### Signal wires by layer

(4 px per um) Two of the layers only.
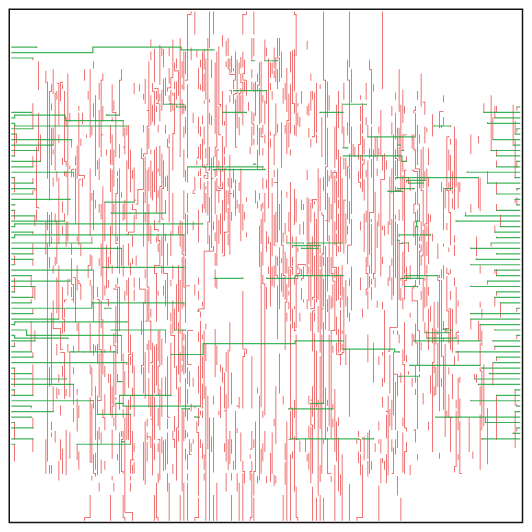
### Port wiring

(2 px per um)
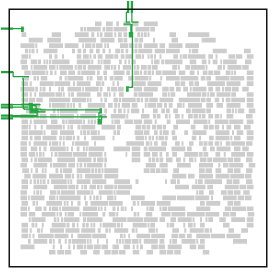
### Pin map

(4 px per um) Pins as bars across the die edge, other pins in grey.
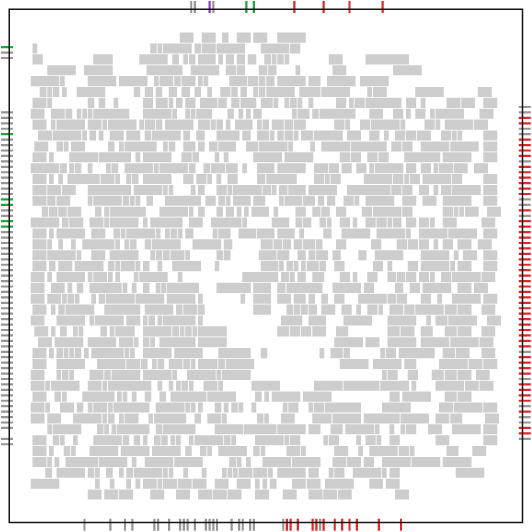
### Sizing map

(4 px per um)
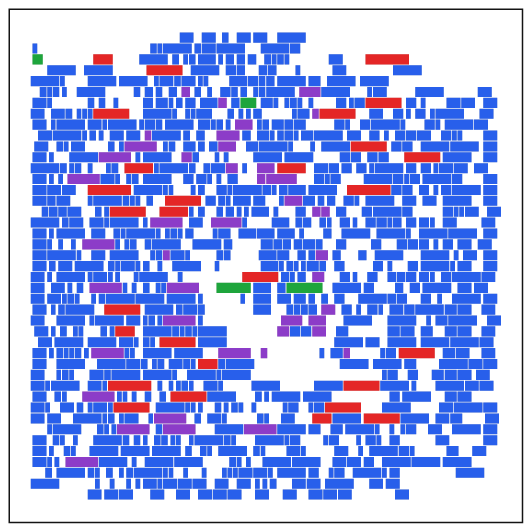
### Cell placement

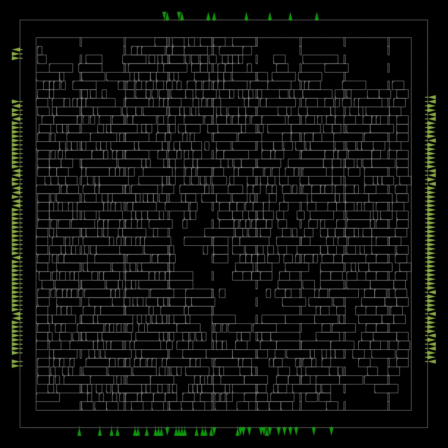
### config.mk
export PLATFORM = sky130hd
export DESIGN_NAME = tpu_host_driver_flat
export DESIGN_NICKNAME = d
export VERILOG_FILES = /design/src/rtl/tpu_pkg.sv /design/src/rtl/tpu_host_driver_if.sv /design/src/rtl/tpu_result_capture.sv /design/src/rtl/tpu_host_driver.sv /design/src/flat_wrapper.sv
export SDC_FILE = /design/constraint.sdc
export NUM_CORES = 1
export LEC_CHECK = 0
export CAP_MARGIN = 0
export CORE_MARGIN = 5
export CORE_UTILIZATION = 50
export CTS_CLUSTER_DIAMETER = 50
export DETAILED_ROUTE_END_ITERATION = 12
export GPL_TIMING_DRIVEN = 0
export PLACE_DENSITY = 0.81
export REMOVE_ABC_BUFFERS = 1
export SYNTH_ARGS = -nofsm -noshare
export SYNTH_HDL_FRONTEND = slang
export SYNTH_SLANG_ARGS = --single-unit
### constraint.sdc
create_clock -name clk -period 3.74 [get_ports clk]
set_clock_uncertainty 0.15 [all_clocks]
set_input_delay 0.748 -clock clk [delete_from_list [all_inputs] [get_ports clk]]
set_output_delay 0.748 -clock clk [all_outputs]
set_load 0.02 [all_outputs]
### src/rtl/tpu_pkg.sv
// rtl/tpu_pkg.sv - shared constants, state encoding and helpers for the tt_um_tpu host driver
package tpu_pkg;

   localparam int LOAD_EN_BIT      = 0;
   localparam int TRANSPOSE_BIT    = 1;
   localparam int ACTIVATION_BIT   = 2;
   localparam int ELEMWISE_BIT     = 3;
   localparam int ENABLE_BIT       = 4;
   localparam int STAT_WEIGHTS_BIT = 5;
   localparam int LOAD_WEIGHTS_BIT = 6;

   localparam int LOAD_BEATS      = 8;
   localparam int READ_BEATS_NORM = 8;
   localparam int READ_BEATS_STAT = 4;

   typedef enum logic [2:0] {
      ST_IDLE = 3'd0,
      ST_LOAD = 3'd1,
      ST_WAIT = 3'd2,
      ST_READ = 3'd3,
      ST_DONE = 3'd4,
      ST_GAP  = 3'd5
   } state_t;

   typedef struct packed {
      logic stat_weights;
      logic elemwise;
      logic activation;
      logic transpose;
   } flags_t;

   // Byte 0 of a packed operand word is the first one on the wire.
   function automatic logic [7:0] pick_byte(input logic [31:0] word, input logic [1:0] idx);
      return word[{idx, 3'b000} +: 8];
   endfunction

endpackage

### src/rtl/tpu_host_driver_if.sv
// rtl/tpu_host_driver_if.sv - job/result handshakes and TPU pin bundle for the host driver
interface tpu_host_driver_if;

   logic        cmd_valid;
   logic        cmd_ready;
   logic [31:0] cmd_w;
   logic [31:0] cmd_x;
   logic [3:0]  cmd_flags;

   logic        res_valid;
   logic        res_ready;
   logic [63:0] res_c;

   logic [7:0]  pin_ui_in;
   logic [7:0]  pin_uio_in;
   logic [7:0]  pin_uo_out;
   logic [7:0]  pin_uio_out;

   modport master (
      input  cmd_valid, cmd_w, cmd_x, cmd_flags, res_ready, pin_uo_out, pin_uio_out,
      output cmd_ready, res_valid, res_c, pin_ui_in, pin_uio_in
   );

   modport slave (
      output cmd_valid, cmd_w, cmd_x, cmd_flags, res_ready, pin_uo_out, pin_uio_out,
      input  cmd_ready, res_valid, res_c, pin_ui_in, pin_uio_in
   );

endinterface

### src/rtl/tpu_result_capture.sv
// rtl/tpu_result_capture.sv - writes one captured byte (normal) or halfword (stationary) into the result register
module tpu_result_capture (
   input  logic        clk,
   input  logic        rst,
   input  logic        i_clear,
   input  logic        i_wr_en,
   input  logic        i_stat,
   input  logic [2:0]  i_beat,
   input  logic [7:0]  i_uo,
   input  logic [7:0]  i_uio,
   output logic [63:0] o_res
);

   logic [63:0] r_res;
   logic [5:0]  w_byte_lsb;
   logic [5:0]  w_half_lsb;

   // Normal mode streams each result high byte first, so even beats land in the upper byte.
   assign w_byte_lsb = {i_beat[2:1], ~i_beat[0], 3'b000};
   assign w_half_lsb = {i_beat[1:0], 4'b0000};

   always_ff @(posedge clk) begin
      if (rst || i_clear) begin
         r_res <= '0;
      end else if (i_wr_en) begin
         if (i_stat) begin
            r_res[w_half_lsb +: 16] <= {i_uo, i_uio};
         end else begin
            r_res[w_byte_lsb +: 8] <= i_uo;
         end
      end
   end

   assign o_res = r_res;

endmodule

### src/rtl/tpu_host_driver.sv
// rtl/tpu_host_driver.sv - accepts a 2x2 job, serialises it onto the TPU pins and collects the 4 results
module tpu_host_driver
   import tpu_pkg::*;
#(
   parameter int READ_LAT = 2,
   parameter int GAP_CYC  = 1
) (
   input  logic               clk,
   input  logic               rst,
   tpu_host_driver_if.master  host
);

   localparam logic [15:0] WAIT_LAST = 16'(READ_LAT - 1);
   localparam logic [15:0] GAP_LAST  = 16'(GAP_CYC - 1);

   state_t      r_state;
   state_t      w_next;
   logic [2:0]  r_beat;
   logic [2:0]  w_beat_next;
   logic [15:0] r_dly;
   logic [15:0] w_dly_next;
   logic [31:0] r_w;
   logic [31:0] r_x;
   flags_t      r_flags;

   logic        w_accept;
   logic        w_capture;
   logic [2:0]  w_read_last;
   logic [7:0]  w_ctrl;
   logic [63:0] w_res;

   always_ff @(posedge clk) begin
      if (rst) begin
         r_state <= ST_IDLE;
         r_beat  <= '0;
         r_dly   <= '0;
         r_w     <= '0;
         r_x     <= '0;
         r_flags <= '0;
      end else begin
         r_state <= w_next;
         r_beat  <= w_beat_next;
         r_dly   <= w_dly_next;
         if (w_accept) begin
            r_w     <= host.cmd_w;
            r_x     <= host.cmd_x;
            r_flags <= flags_t'(host.cmd_flags);
         end
      end
   end

   // Mode flags and enable stay on the pins for the whole load/wait/read window.
   always_comb begin
      w_ctrl                   = '0;
      w_ctrl[ENABLE_BIT]       = 1'b1;
      w_ctrl[TRANSPOSE_BIT]    = r_flags.transpose;
      w_ctrl[ACTIVATION_BIT]   = r_flags.activation;
      w_ctrl[ELEMWISE_BIT]     = r_flags.elemwise;
      w_ctrl[STAT_WEIGHTS_BIT] = r_flags.stat_weights;
   end

   assign w_read_last = r_flags.stat_weights ? 3'(READ_BEATS_STAT - 1) : 3'(READ_BEATS_NORM - 1);

   always_comb begin
      w_next          = r_state;
      w_beat_next     = r_beat;
      w_dly_next      = r_dly;
      w_accept        = 1'b0;
      w_capture       = 1'b0;
      host.cmd_ready  = 1'b0;
      host.res_valid  = 1'b0;
      host.pin_ui_in  = '0;
      host.pin_uio_in = '0;

      case (r_state)
         ST_IDLE: begin
            host.cmd_ready = 1'b1;
            if (host.cmd_valid) begin
               w_accept    = 1'b1;
               w_beat_next = '0;
               w_next      = ST_LOAD;
            end
         end

         ST_LOAD: begin
            host.pin_ui_in               = r_beat[2] ? pick_byte(r_x, r_beat[1:0])
                                                     : pick_byte(r_w, r_beat[1:0]);
            host.pin_uio_in              = w_ctrl;
            host.pin_uio_in[LOAD_EN_BIT] = 1'b1;
            host.pin_uio_in[LOAD_WEIGHTS_BIT] = r_flags.stat_weights & ~r_beat[2];
            if (r_beat == 3'(LOAD_BEATS - 1)) begin
               w_beat_next = '0;
               w_dly_next  = '0;
               w_next      = (READ_LAT == 0) ? ST_READ : ST_WAIT;
            end else begin
               w_beat_next = r_beat + 3'd1;
            end
         end

         ST_WAIT: begin
            host.pin_uio_in = w_ctrl;
            if (r_dly == WAIT_LAST) begin
               w_dly_next = '0;
               w_next     = ST_READ;
            end else begin
               w_dly_next = r_dly + 16'd1;
            end
         end

         ST_READ: begin
            host.pin_uio_in = w_ctrl;
            w_capture       = 1'b1;
            if (r_beat == w_read_last) begin
               w_beat_next = '0;
               w_next      = ST_DONE;
            end else begin
               w_beat_next = r_beat + 3'd1;
            end
         end

         ST_DONE: begin
            host.res_valid = 1'b1;
            if (host.res_ready) begin
               w_dly_next = '0;
               w_next     = (GAP_CYC == 0) ? ST_IDLE : ST_GAP;
            end
         end

         ST_GAP: begin
            if (r_dly == GAP_LAST) begin
               w_dly_next = '0;
               w_next     = ST_IDLE;
            end else begin
               w_dly_next = r_dly + 16'd1;
            end
         end

         default: begin
            w_next = ST_IDLE;
         end
      endcase
   end

   tpu_result_capture u_capture (
      .clk     (clk),
      .rst     (rst),
      .i_clear (w_accept),
      .i_wr_en (w_capture),
      .i_stat  (r_flags.stat_weights),
      .i_beat  (r_beat),
      .i_uo    (host.pin_uo_out),
      .i_uio   (host.pin_uio_out),
      .o_res   (w_res)
   );

   assign host.res_c = w_res;

endmodule
### src/flat_wrapper.sv
// flat-port wrapper written by rule: the top's interface ports become plain ports
module tpu_host_driver_flat import tpu_pkg::*;
#(
   parameter int READ_LAT = 2,
   parameter int GAP_CYC  = 1
)
  (clk, rst, host_cmd_valid, host_cmd_w, host_cmd_x, host_cmd_flags, host_res_ready, host_pin_uo_out, host_pin_uio_out, host_cmd_ready, host_res_valid, host_res_c, host_pin_ui_in, host_pin_uio_in);
  tpu_host_driver_if host_i ();
  input  logic clk;
  input  logic rst;
  input wire logic [$bits(host_i.cmd_valid)-1:0] host_cmd_valid;
  input wire logic [$bits(host_i.cmd_w)-1:0] host_cmd_w;
  input wire logic [$bits(host_i.cmd_x)-1:0] host_cmd_x;
  input wire logic [$bits(host_i.cmd_flags)-1:0] host_cmd_flags;
  input wire logic [$bits(host_i.res_ready)-1:0] host_res_ready;
  input wire logic [$bits(host_i.pin_uo_out)-1:0] host_pin_uo_out;
  input wire logic [$bits(host_i.pin_uio_out)-1:0] host_pin_uio_out;
  output wire logic [$bits(host_i.cmd_ready)-1:0] host_cmd_ready;
  output wire logic [$bits(host_i.res_valid)-1:0] host_res_valid;
  output wire logic [$bits(host_i.res_c)-1:0] host_res_c;
  output wire logic [$bits(host_i.pin_ui_in)-1:0] host_pin_ui_in;
  output wire logic [$bits(host_i.pin_uio_in)-1:0] host_pin_uio_in;
  assign host_i.cmd_valid = host_cmd_valid;
  assign host_i.cmd_w = host_cmd_w;
  assign host_i.cmd_x = host_cmd_x;
  assign host_i.cmd_flags = host_cmd_flags;
  assign host_i.res_ready = host_res_ready;
  assign host_i.pin_uo_out = host_pin_uo_out;
  assign host_i.pin_uio_out = host_pin_uio_out;
  assign host_cmd_ready = host_i.cmd_ready;
  assign host_res_valid = host_i.res_valid;
  assign host_res_c = host_i.res_c;
  assign host_pin_ui_in = host_i.pin_ui_in;
  assign host_pin_uio_in = host_i.pin_uio_in;
  tpu_host_driver #(.READ_LAT(READ_LAT), .GAP_CYC(GAP_CYC)) u_core (.clk(clk), .rst(rst), .host(host_i));
endmodule
==> reports/writeup.txt <==
The flow ran to the end, and the final reports show no timing, DRC or antenna violations. The tools report the origin of the worst setup path as u_core.r_state[0]$_SDFFE_PP0P_. In the finished design, the share of the clock period the worst path needs comes to 92.0%.

The cell area that synthesis handed to floorplanning was 6960 um2. STA reports a reg2reg setup slack of 0.51 ns. The share of synthesized cell area in and, or, nand and nor gates was 21.6%. The timing report attributes the biggest portion of critical-path delay to buffers and inverters.

The post-synth count of flops with an enable pin is 0. The met2 layer usage reported by global route came out at 37.6%. By area, the class that comes first in the final layout consists of multi-input combinational cells.

The run gives 0.878 ns for the transition time of the tightest slew-check pin. Total power normalized to cell area comes to 419 nW/um2. The portion of synthesized area spent on multiplexers is 5.18%. The proportion of register bits with asynchronous set or reset after synthesis was 0%; the number of design-rule violations left by the first detailed-router iteration was 535. The combinational power reported by the tool is 369 uW. The tools report the total clock network power as 1820 uW.

In the routed design, unresolved DRC markers number 0. Of all nets on the critical path, the largest fanout is 12. The post-synth area from yosys stat was 6960 um2.

Per report_power, the clock group accounts for 46.5% of the total. After clock tree synthesis, the flow added hold-fix buffers numbering 0. The post-synthesis adder-cell area fraction works out to 2.70%.

After detailed placement, the total cell area comes to 8690 um2. By count the netlist is led by sky130_fd_sc_hd__nand2_1 (177), sky130_fd_sc_hd__dfxtp_1 (154), sky130_fd_sc_hd__a21oi_1 (90), sky130_fd_sc_hd__nor2_1 (72), sky130_fd_sc_hd__a22oi_1 (48). With the final HPWL from detailed placement at 13,100 um, the area of all sequential standard cells is 3090 um2.

The tools report the number of vias in the routed layout as 6,477. The deepest level of the CTS H-tree is 4. Among logic cells in the layout, the one with the most instances is sky130_fd_sc_hd__nand2_1. The flow reports that combinational logic draws 9.4% of the design power.

Switching power as a fraction of the total was reported as 22.2%. The run gives 41.0% for the worst slew margin relative to its limit. The power consumption was 3920 uW. The met1 layer usage reported by global route came out at 29.3%. met2 is the most crowded layer. With the clock buffer count in the final layout at 23, the clock buffer and inverter area fraction after layout is 6.71%. The floorplan has 43 rows.

With the count of cells along the worst hold path at 2, the count of max-cap constraint violations is 0. The tools report the length of routed met3 wiring as 1650 um. The run gives 0 as the total of warnings raised by yosys. Entering global routing, the biggest net connects 84 pins. Per the timing report, the achievable frequency comes out to 291 MHz. Sequential power for this build is 1730 uW. The synthesis stat section lists a flop and latch total of 154.

The tools report the nature of the critical path endpoint as a primary output. Met3 track utilization from global routing: 7.63%. The post-synthesis sequential area ratio was 44.3%. After technology mapping, the gate count stands at 818. The layout summary lists the proportion of cells stronger than drive strength 1 as 7.80%.
Notes on 'Signal wires by layer' above:
legend:
  M2:
    colour: red
    wire_length: 8,760 um
  M3:
    colour: green
    wire_length: 1,650 um
detailed-route wire length: 18,900 um
gr usage total: 23.2%

Notes on 'Port wiring' above:
legend:
  `host_pin_uio_in`:
    colour: green
    direction: output
    edge: 6 left, 2 top
    end_cells: 8
    buffers: 7
    wire: 246 um
Port-buffer cells: 168
count of pins on the block boundary: 170

Notes on 'Pin map' above:
legend:
  `host_pin_uio_in`:
    colour: green
    pins: 8
    direction: output
    edge: 6 left, 2 top
  `host_res_ready`:
    colour: purple
    pins: 1
    direction: input
    edge: top
  `host_res_c`:
    colour: red
    pins: 64
    direction: output
    edge: 48 right, 12 bottom, 4 top
vertical die dimension: 128 um
width of the die: 128 um

Notes on 'Sizing map' above:
legend:
  x1 and smaller:
    colour: blue
    cells: 887
    share: 92%
    most_used: nand2_1
  x3 and x4:
    colour: green
    cells: 4
    share: 0.42%
  x2:
    colour: purple
    cells: 43
    share: 4.5%
    most_used: mux4_2
  x6 and larger:
    colour: red
    cells: 28
    share: 2.9%
    most_used: clkbuf_16
Area Growth Syn to Fin: 34.6%
summed area of non-filler cells in the final layout: 9360 um2
PnR worst setup slack: 0.299 ns
nonclk buf count: 171

Notes on 'Cell placement' above:
fill cell total of the finished layout: 1,138
area of the core: 13,800 um2
flop count: 154
final standard cell count with taps included and fillers excluded: 1,142

Power and IR drop assume default switching activity.
